$ cat src/rtl/rv32i_pkg.sv
// Shared definitions for the RV32I writeback stage.
//   - opcode constants used by writeback (LOAD, STORE, BRANCH, JAL, JALR)
//   - load funct3 encodings
//   - ECALL / EBREAK full instruction words
//   - writeback run/halt state encoding
package rv32i_pkg;

  localparam logic [6:0] OP_LOAD   = 7'b0000011;
  localparam logic [6:0] OP_STORE  = 7'b0100011;
  localparam logic [6:0] OP_BRANCH = 7'b1100011;
  localparam logic [6:0] OP_JAL    = 7'b1101111;
  localparam logic [6:0] OP_JALR   = 7'b1100111;

  typedef enum logic [2:0] {
    F3_LB  = 3'b000,
    F3_LH  = 3'b001,
    F3_LW  = 3'b010,
    F3_LBU = 3'b100,
    F3_LHU = 3'b101
  } load_f3_t;

  localparam logic [31:0] IW_ECALL  = 32'h0000_0073;
  localparam logic [31:0] IW_EBREAK = 32'h0010_0073;

  typedef enum logic {
    WB_RUN  = 1'b0,
    WB_HALT = 1'b1
  } wb_state_t;

endpackage

$ cat src/rtl/rv32i_load_align.sv
// Load data extraction: picks the byte/halfword/word addressed by the low
// address bits and sign- or zero-extends it according to funct3.
//   word   : 32-bit source word (RAM or IO)
//   funct3 : load funct3 field
//   off    : address bits [1:0]
//   data   : extended load result; unknown funct3 yields 0
module rv32i_load_align
  import rv32i_pkg::*;
(
  input  logic [31:0] word,
  input  logic [2:0]  funct3,
  input  logic [1:0]  off,
  output logic [31:0] data
);

  logic [7:0]  lane_b;
  logic [15:0] lane_h;

  always_comb begin
    lane_b = word[{off, 3'b000} +: 8];
    // halfword access only looks at off[1]; misaligned bit 0 is dropped
    lane_h = off[1] ? word[31:16] : word[15:0];
    case (funct3)
      F3_LB:   data = {{24{lane_b[7]}}, lane_b};
      F3_LBU:  data = {24'h0, lane_b};
      F3_LH:   data = {{16{lane_h[15]}}, lane_h};
      F3_LHU:  data = {16'h0, lane_h};
      F3_LW:   data = word;
      default: data = 32'h0;
    endcase
  end

endmodule

$ cat src/rtl/rv32i_wb_top.sv
// RV32I writeback stage.
// Consumes the memory stage's registered outputs plus RAM/IO read data,
// forms the register-file write (load extraction, link value, ALU result),
// mirrors it onto the decode forwarding path, and tracks RUN/HALT and the
// retired-instruction count. All outputs are registered (1-cycle latency).
// Ports:
//   clk, reset            : clock, synchronous active-high reset
//   wb_en_in, pc_in, iw_in, alu_in, wb_reg_in : memory-stage outputs
//   rdata, io_rdata       : RAM / IO read data, same cycle as *_in
//   rf_we/rf_waddr/rf_wdata : register-file write port
//   df_wb_*               : forwarding copy of the write port
//   halted                : set after a retired ECALL/EBREAK
//   instret               : 64-bit retired count
// Build option: define WB_INSTRET_EN to implement instret; otherwise it
// reads as zero.
module rv32i_wb_top
  import rv32i_pkg::*;
#(
  parameter logic [3:0]  IO_REGION    = 4'hF,
  parameter logic [31:0] RESET_PC_TAG = 32'h0
) (
  input  logic        clk,
  input  logic        reset,
  input  logic        wb_en_in,
  input  logic [31:0] pc_in,
  input  logic [31:0] iw_in,
  input  logic [31:0] alu_in,
  input  logic [4:0]  wb_reg_in,
  input  logic [31:0] rdata,
  input  logic [31:0] io_rdata,
  output logic        rf_we,
  output logic [4:0]  rf_waddr,
  output logic [31:0] rf_wdata,
  output logic        df_wb_enable,
  output logic [4:0]  df_wb_reg,
  output logic [31:0] df_wb_data,
  output logic        halted,
  output logic [63:0] instret
);

  logic [6:0]  opcode;
  logic [2:0]  funct3;
  logic [31:0] word;
  logic [31:0] load_data;
  logic [31:0] result;
  logic        run;
  logic        retire;
  logic        halt_req;
  logic        we_next;
  wb_state_t   state, state_next;

  assign opcode = iw_in[6:0];
  assign funct3 = iw_in[14:12];
  assign word   = (alu_in[31:28] == IO_REGION) ? io_rdata : rdata;

  rv32i_load_align u_align (
    .word   (word),
    .funct3 (funct3),
    .off    (alu_in[1:0]),
    .data   (load_data)
  );

  always_comb begin
    if (opcode == OP_LOAD)                          result = load_data;
    else if (opcode == OP_JAL || opcode == OP_JALR) result = pc_in + 32'd4;
    else                                            result = alu_in;
  end

  // state register
  always_ff @(posedge clk) begin
    if (reset) state <= WB_RUN;
    else       state <= state_next;
  end

  // next state: HALT is absorbing, only reset leaves it
  always_comb begin
    state_next = state;
    if (state == WB_RUN && halt_req) state_next = WB_HALT;
  end

  // FSM outputs
  always_comb begin
    run     = (state == WB_RUN);
    halted  = (state == WB_HALT);
    retire  = run && (iw_in != RESET_PC_TAG);
    halt_req = retire && (iw_in == IW_ECALL || iw_in == IW_EBREAK);
    we_next = run && wb_en_in && (wb_reg_in != 5'd0) &&
              (opcode != OP_STORE) && (opcode != OP_BRANCH);
  end

  // write port; address/data freeze while halted so the last write is visible
  always_ff @(posedge clk) begin
    if (reset) begin
      rf_we    <= 1'b0;
      rf_waddr <= 5'd0;
      rf_wdata <= 32'h0;
    end else begin
      rf_we <= we_next;
      if (run) begin
        rf_waddr <= wb_reg_in;
        rf_wdata <= result;
      end
    end
  end

  assign df_wb_enable = rf_we;
  assign df_wb_reg    = rf_waddr;
  assign df_wb_data   = rf_wdata;

`ifdef WB_INSTRET_EN
  always_ff @(posedge clk) begin
    if (reset)       instret <= 64'h0;
    else if (retire) instret <= instret + 64'd1;
  end
`else
  assign instret = 64'h0;
`endif

endmodule

$ cat config.mk
export PLATFORM = sky130hd
export DESIGN_NAME = rv32i_wb_top
export DESIGN_NICKNAME = d
export VERILOG_FILES = /design/src/rtl/rv32i_pkg.sv /design/src/rtl/rv32i_load_align.sv /design/src/rtl/rv32i_wb_top.sv
export SDC_FILE = /design/constraint.sdc
export NUM_CORES = 1
export LEC_CHECK = 0
export ABC_CLOCK_PERIOD_IN_PS = 8060
export CAP_MARGIN = 20
export CORE_AREA = 5 5 118 120
export DETAILED_ROUTE_END_ITERATION = 8
export DIE_AREA = 0 0 123 125
export MAX_ROUTING_LAYER = met4
export PLACE_DENSITY = 0.86
export SETUP_SLACK_MARGIN = 0.5
export SYNTH_ARGS = -nofsm -noshare
export SYNTH_HDL_FRONTEND = slang
export SYNTH_HIERARCHICAL = 1
export SYNTH_SLANG_ARGS = --single-unit
$ cat constraint.sdc
create_clock -name clk -period 8.06 [get_ports clk]
set_clock_uncertainty 0.1 [all_clocks]
set_input_delay 1.209 -clock clk [delete_from_list [all_inputs] [get_ports clk]]
set_output_delay 1.209 -clock clk [all_outputs]
set_load 0.03 [all_outputs]
**Run 1: wiring by layer**

Bar = 20 um. Only two layers are drawn.
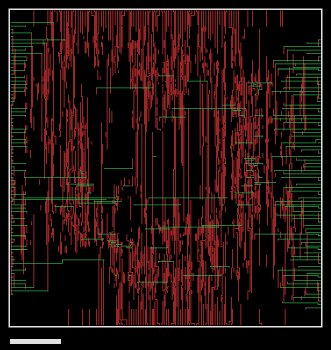
metal 3 -> green  # wire length 1,700 um
metal 2 -> red  # wire length 9,380 um

**Run 1: routing congestion**

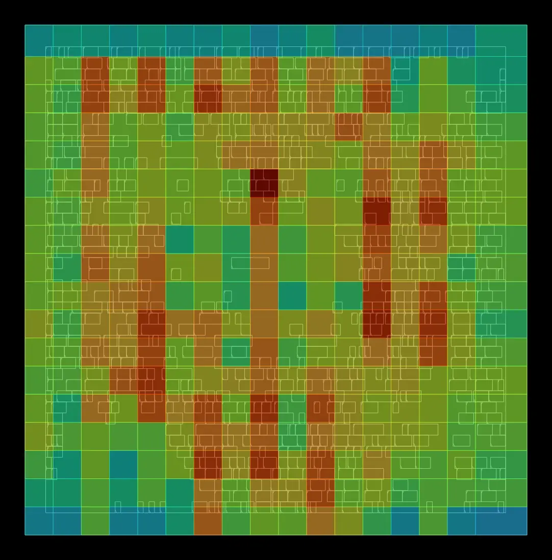
GRT met2 Usage: 0.405
most used routing layer: met2
final core area utilization: 0.534

**Run 1: placement by cell class**

Bar = 20 um. Fill, decap, tap and diode cells in gray.
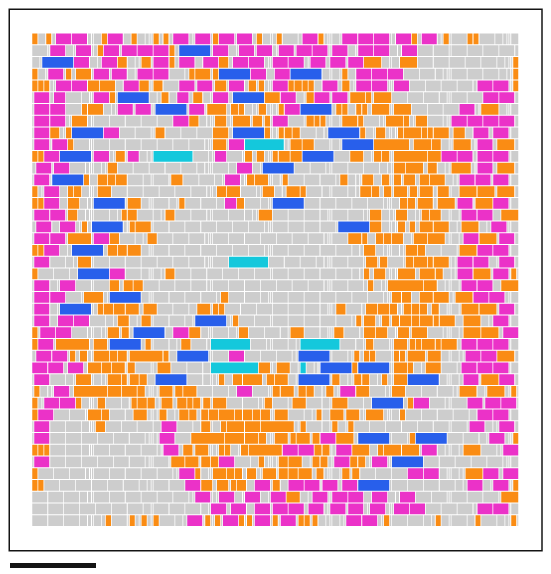
other buffers and delay cells -> magenta  # cells 248, share of their area 37%
flops -> blue  # cells 39, share of their area 12%
combinational and other logic -> orange  # cells 480, share of their area 49%
clock drivers and dummy loads -> cyan  # cells 7, share of their area 2.4%

==> results.txt, run 1 <==
The full implementation flow was run.

The last timing report of the flow puts the setup violation total at 0. The flow ran to the end, and the final reports show no timing, DRC or antenna violations. Per the OpenROAD floorplan log, the area of the core is 12,900 um2. Per the cell usage report, the commonest logic cell in the layout is sky130_fd_sc_hd__clkdlybuf4s50_1. Of the total synthesized cell area, the portion taken by full adders, half adders and majority gates is 0.00261.

Clock tree synthesis selected as its root buffer the cell sky130_fd_sc_hd__clkbuf_16. The post-synthesis cell type count stands at 73. Sorting the Yosys area breakdown by cell type puts at the top sky130_fd_sc_hd__buf_4. Yosys mapped a number of flops with a built-in enable equal to 0. The violation tally recorded at the end of detailed-routing iteration 0 is 519.

The count of mapped cells out of synthesis stands at 598. For this design, Yosys synthesis ends with a cell count of 598. The placed wire-length estimate after detailed placement stands at 15,300 um. Of the total power, the clock network draws 0.290. The via count of the first global-routing pass was 4,839.

The synthesized cell area stands at 4790 um2. For this run, global-route usage on met1 was measured as 0.289. In this run the remaining antenna-violating nets after routing total 0. The worst setup path is captured at a register.

The overall die height stands at 125 um. In this run, post-CTS repair resized a total of 0 instances. Total power normalized to cell area comes to 113 nW/um2. The arrival time of data at the critical path endpoint stands at 4.24 ns.

The critical path maximum fanout is 32. Dividing the synthesized area by the synthesized cell count gives 8.01 um2. Buffers added to address setup during post-CTS repair amount to 0.

The total wire length after detailed routing stands at 18,800 um. The worst setup path is launched from an input port. The first global-routing pass estimated 27,600 um of wire. The remaining global-route overflow stands at 0. After synthesis, the share of flip-flops with an asynchronous set or reset is 0.
run 1: layer usage:
| layer | up-vias | part of all wire |
|---|---|---|
| li1 | 2420 | - |
| met1 | 2415 | 0.40 |
| met2 | 279 | 0.50 |
| met3 | 17 | 0.090 |
| met4 | 0 | 0.010 |
| met5 | - | 0 |
run 1: critical path: stages:
cell	delay, ns
sky130_fd_sc_hd__clkdlybuf4s50_1	0.49
sky130_fd_sc_hd__nand4_1	0.13
sky130_fd_sc_hd__buf_4	0.36
sky130_fd_sc_hd__mux2_2	0.42
sky130_fd_sc_hd__mux2_2	0.30
sky130_fd_sc_hd__a22oi_4	0.54
sky130_fd_sc_hd__o211ai_1	0.15
sky130_fd_sc_hd__or3_1	0.44
sky130_fd_sc_hd__o31ai_1	0.10
sky130_fd_sc_hd__a211oi_1	0.07
run 1: per-stage QoR:
step	util	setup slack (ns)
finish	0.534	3.86
global route	0.534	3.66
CTS	0.534	3.87
detailed placement	0.522	3.58
global placement	0.522	3.58
floorplan	-	4.46
run 1: how the worst max path moves through the flow:
stage	startpoint	end	slack [ns]
2_1_floorplan	alu_in[28]	df_wb_data[28]	4.46
3_3_place_gp	alu_in[28]	df_wb_data[28]	3.58
3_5_place_dp	alu_in[28]	df_wb_data[25]	3.58
4_1_cts	alu_in[28]	df_wb_data[25]	3.87
5_1_grt	alu_in[28]	df_wb_data[17]	3.66
6_report	alu_in[28]	df_wb_data[28]	3.86
run 1: area by class of cell:
| type | instances | area, um2 |
|---|---|---|
| multi-input combinational | 466 | 3190 |
| clock inverter | 1 | 30.0 |
| clock buffer | 6 | 129 |
| tap | 176 | 220 |
| inverter | 14 | 52.6 |
| fill | 1215 | 6000 |
| sequential | 39 | 781 |
| timing repair buffer | 248 | 2470 |
==> run 1 -> run 2 <==
- ABC_CLOCK_PERIOD_IN_PS: 8060 -> 4200
- CORE_AREA: 5 5 118 120 -> unset
- CORE_MARGIN: unset -> 5
- CORE_UTILIZATION: unset -> 38
- DIE_AREA: 0 0 123 125 -> unset
- PLACE_DENSITY: 0.86 -> 0.87
- clock period: 8.06 -> 4.2 ns (I/O delays scaled with it)
**Run 2: routing congestion**

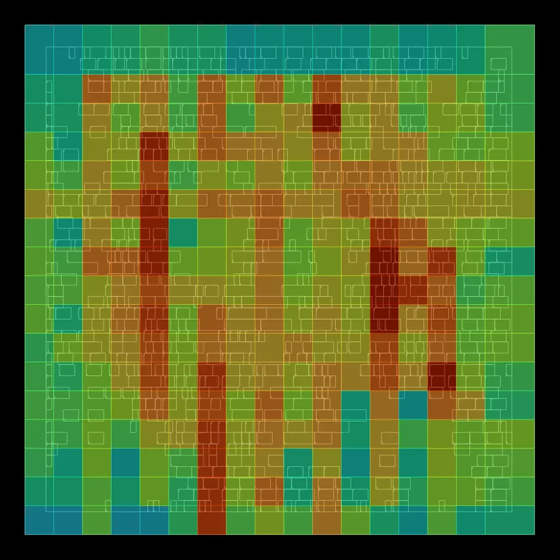
average routed wire per standard cell: 19.3 um
grt met1 use: 0.308
global-route usage over all layers: 0.234
final core area utilization: 0.555

**Run 2: cell density map**

12 x 12 tiles, from black (low) to pale yellow (high), 0 to 100% covered.
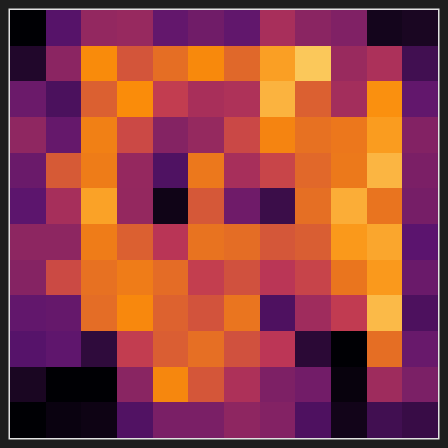
mean over tiles = 45%
fullest tile = 88%
densest ninth of the die = east
emptiest ninth of the die = south-west

==> results.txt, run 2 <==
The full implementation flow was run.

The count of buffer and inverter cells on the critical path stands at 1 (-1). The worst setup path is launched from an input port. The largest fanout on the critical path came to 16 (-50%).

Among logic cells in the layout, the one with the most instances is sky130_fd_sc_hd__clkdlybuf4s50_1. The post-synthesis cell type count stands at 73 (unchanged). The wire length of the first global-routing pass stands at 26,700 um (-3.3%). Grouping stages by cell kind, the critical path spends the most delay in simple AND/OR/NAND/NOR gates. The slowest stage of the critical path is the sky130_fd_sc_hd__clkdlybuf4s50_1 cell. The total iterations of the first detailed-routing run stands at 5. The run finished with clean final reports.

Entering global routing, the biggest net connects 44 pins. The remaining global-route overflow is 0 (unchanged). The count of mapped cells out of synthesis is 598 (unchanged).

The count of cells resized by post-cts repair stands at 0 (unchanged). The violation count after the first detailed-route iteration stands at 387 (-25%). Per the synth stats, the flop cell with the highest instance count is sky130_fd_sc_hd__dfxtp_1.

STA classifies the critical path endpoint as a register. The remaining antenna violation count was 0 (unchanged). The storage element area is 781 um2 (unchanged).

The total wire length after detailed routing came to 18,400 um (-2.4%). The yosys cell count came to 598 (unchanged). The area of the multi-input gates was 3200 um2 (+0.39%).

Counting flops and latches in the post-synthesis netlist gives 39. The completed layout was analyzed and its total power is 1480 uW. The final-layout fill cell count stands at 1,192 (-1.9%). The fraction of registers with async set/reset came to 0 (unchanged). The arrival time of data at the critical path endpoint stands at 3.46 ns (-0.78 ns). The largest incremental delay on the critical path stands at 0.51 ns (-0.03 ns). Looking at the setup timing report, the critical path kind is in2reg.

The synthesized design spends more area on one cell type than any other, namely sky130_fd_sc_hd__buf_4. The power density over cell area stands at 214 nW/um2 (+90%). Of the total power, the share spent switching nets is 0.346. The report lists the number of standard-cell rows as 41. The average instance area after synthesis is 8.01 um2 (unchanged). The synthesized cell area is 4790 um2 (unchanged). The number of setup violations in the final report is 0 (unchanged). The overall die height stands at 122 um (-2.2%).

The number of enable flip-flop cells stands at 0 (unchanged).
**Run 2: placement by cell class**

Bar = 20 um. Fill, decap, tap and diode cells in gray.
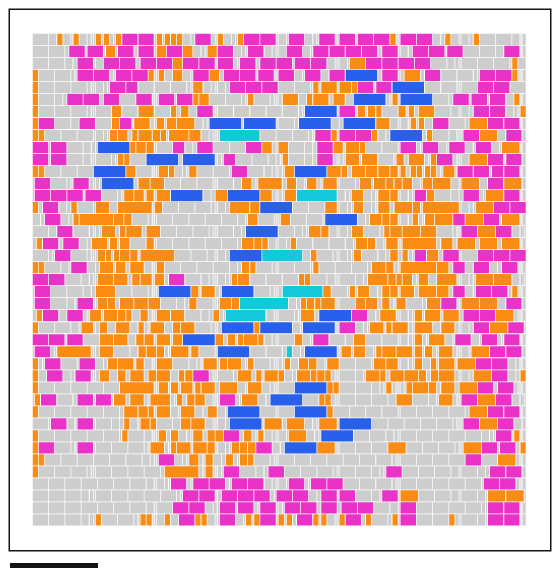
sequential share of cell area: 0.113
area of the core region: 12,500 um2

-- run 2: kinds of logic after synthesis --
group | share of synthesized area
fa+ha+maj | 0.00261
mux | 0.124
simple gates | 0.234
buf+inv | 0.222
compound gates | 0.225
flops | 0.163
other cells | 0.000783
xor+xnor | 0.0293
-- run 2: per-layer routing --
layer	up-vias	wire, um	track usage
li1	2434	-	-
met1	2359	7680	0.308
met2	273	8670	0.373
met3	25	1650	0.0406
met4	0	360	0.0630
met5	-	0	-
-- run 2: power by group through the flow --
stage	Sequential (uW)	Combinational, uW	Clock [uW]
finish	413	652	418
detailed placement	421	643	0
global placement	421	639	0
global route	416	686	438
CTS	413	645	421
floorplan	457	370	0
-- run 2: cell type report --
type	instances	share of cell area
clock inverters	1	0.00434
inverters	14	0.00759
clock buffers	6	0.0186
flip-flops and latches	39	0.113
multi-input cells	467	0.463
repair buffers	253	0.362
well taps	172	0.0311
-- run 2: timing repair --
item	CTS	global route
hold buffers	0	0
endpoints found under the setup margin	0	1
buffers inserted	0	0
-- run 2: worst paths after layout --
kind / endpoint / slack, ns / depth (start not counted) / startpoint
max: df_wb_data[17] / 0.75 / 9 / alu_in[31]
max reg2reg: df_wb_data[29] / 2.11 / 4 / halted
min reg2reg: df_wb_data[2] / 0.38 / 2 / df_wb_data[2]
min: df_wb_data[2] / 0.38 / 2 / df_wb_data[2]
-- run 2: per-stage QoR --
step | worst slack (ns) | hold WS (ns) | util | area [um2]
4_1_cts | 0.693 | 0.386 | 0.554 | 6910
3_5_place_dp | 0.422 | 0.377 | 0.541 | 6750
5_1_grt | 0.575 | 0.417 | 0.555 | 6920
3_3_place_gp | 0.459 | 0.369 | 0.541 | 6750
6_report | 0.753 | 0.383 | 0.555 | 6920
2_1_floorplan | 1.18 | 0.500 | - | 5020
No activity file was given, so power comes from the tool's default toggle rates.
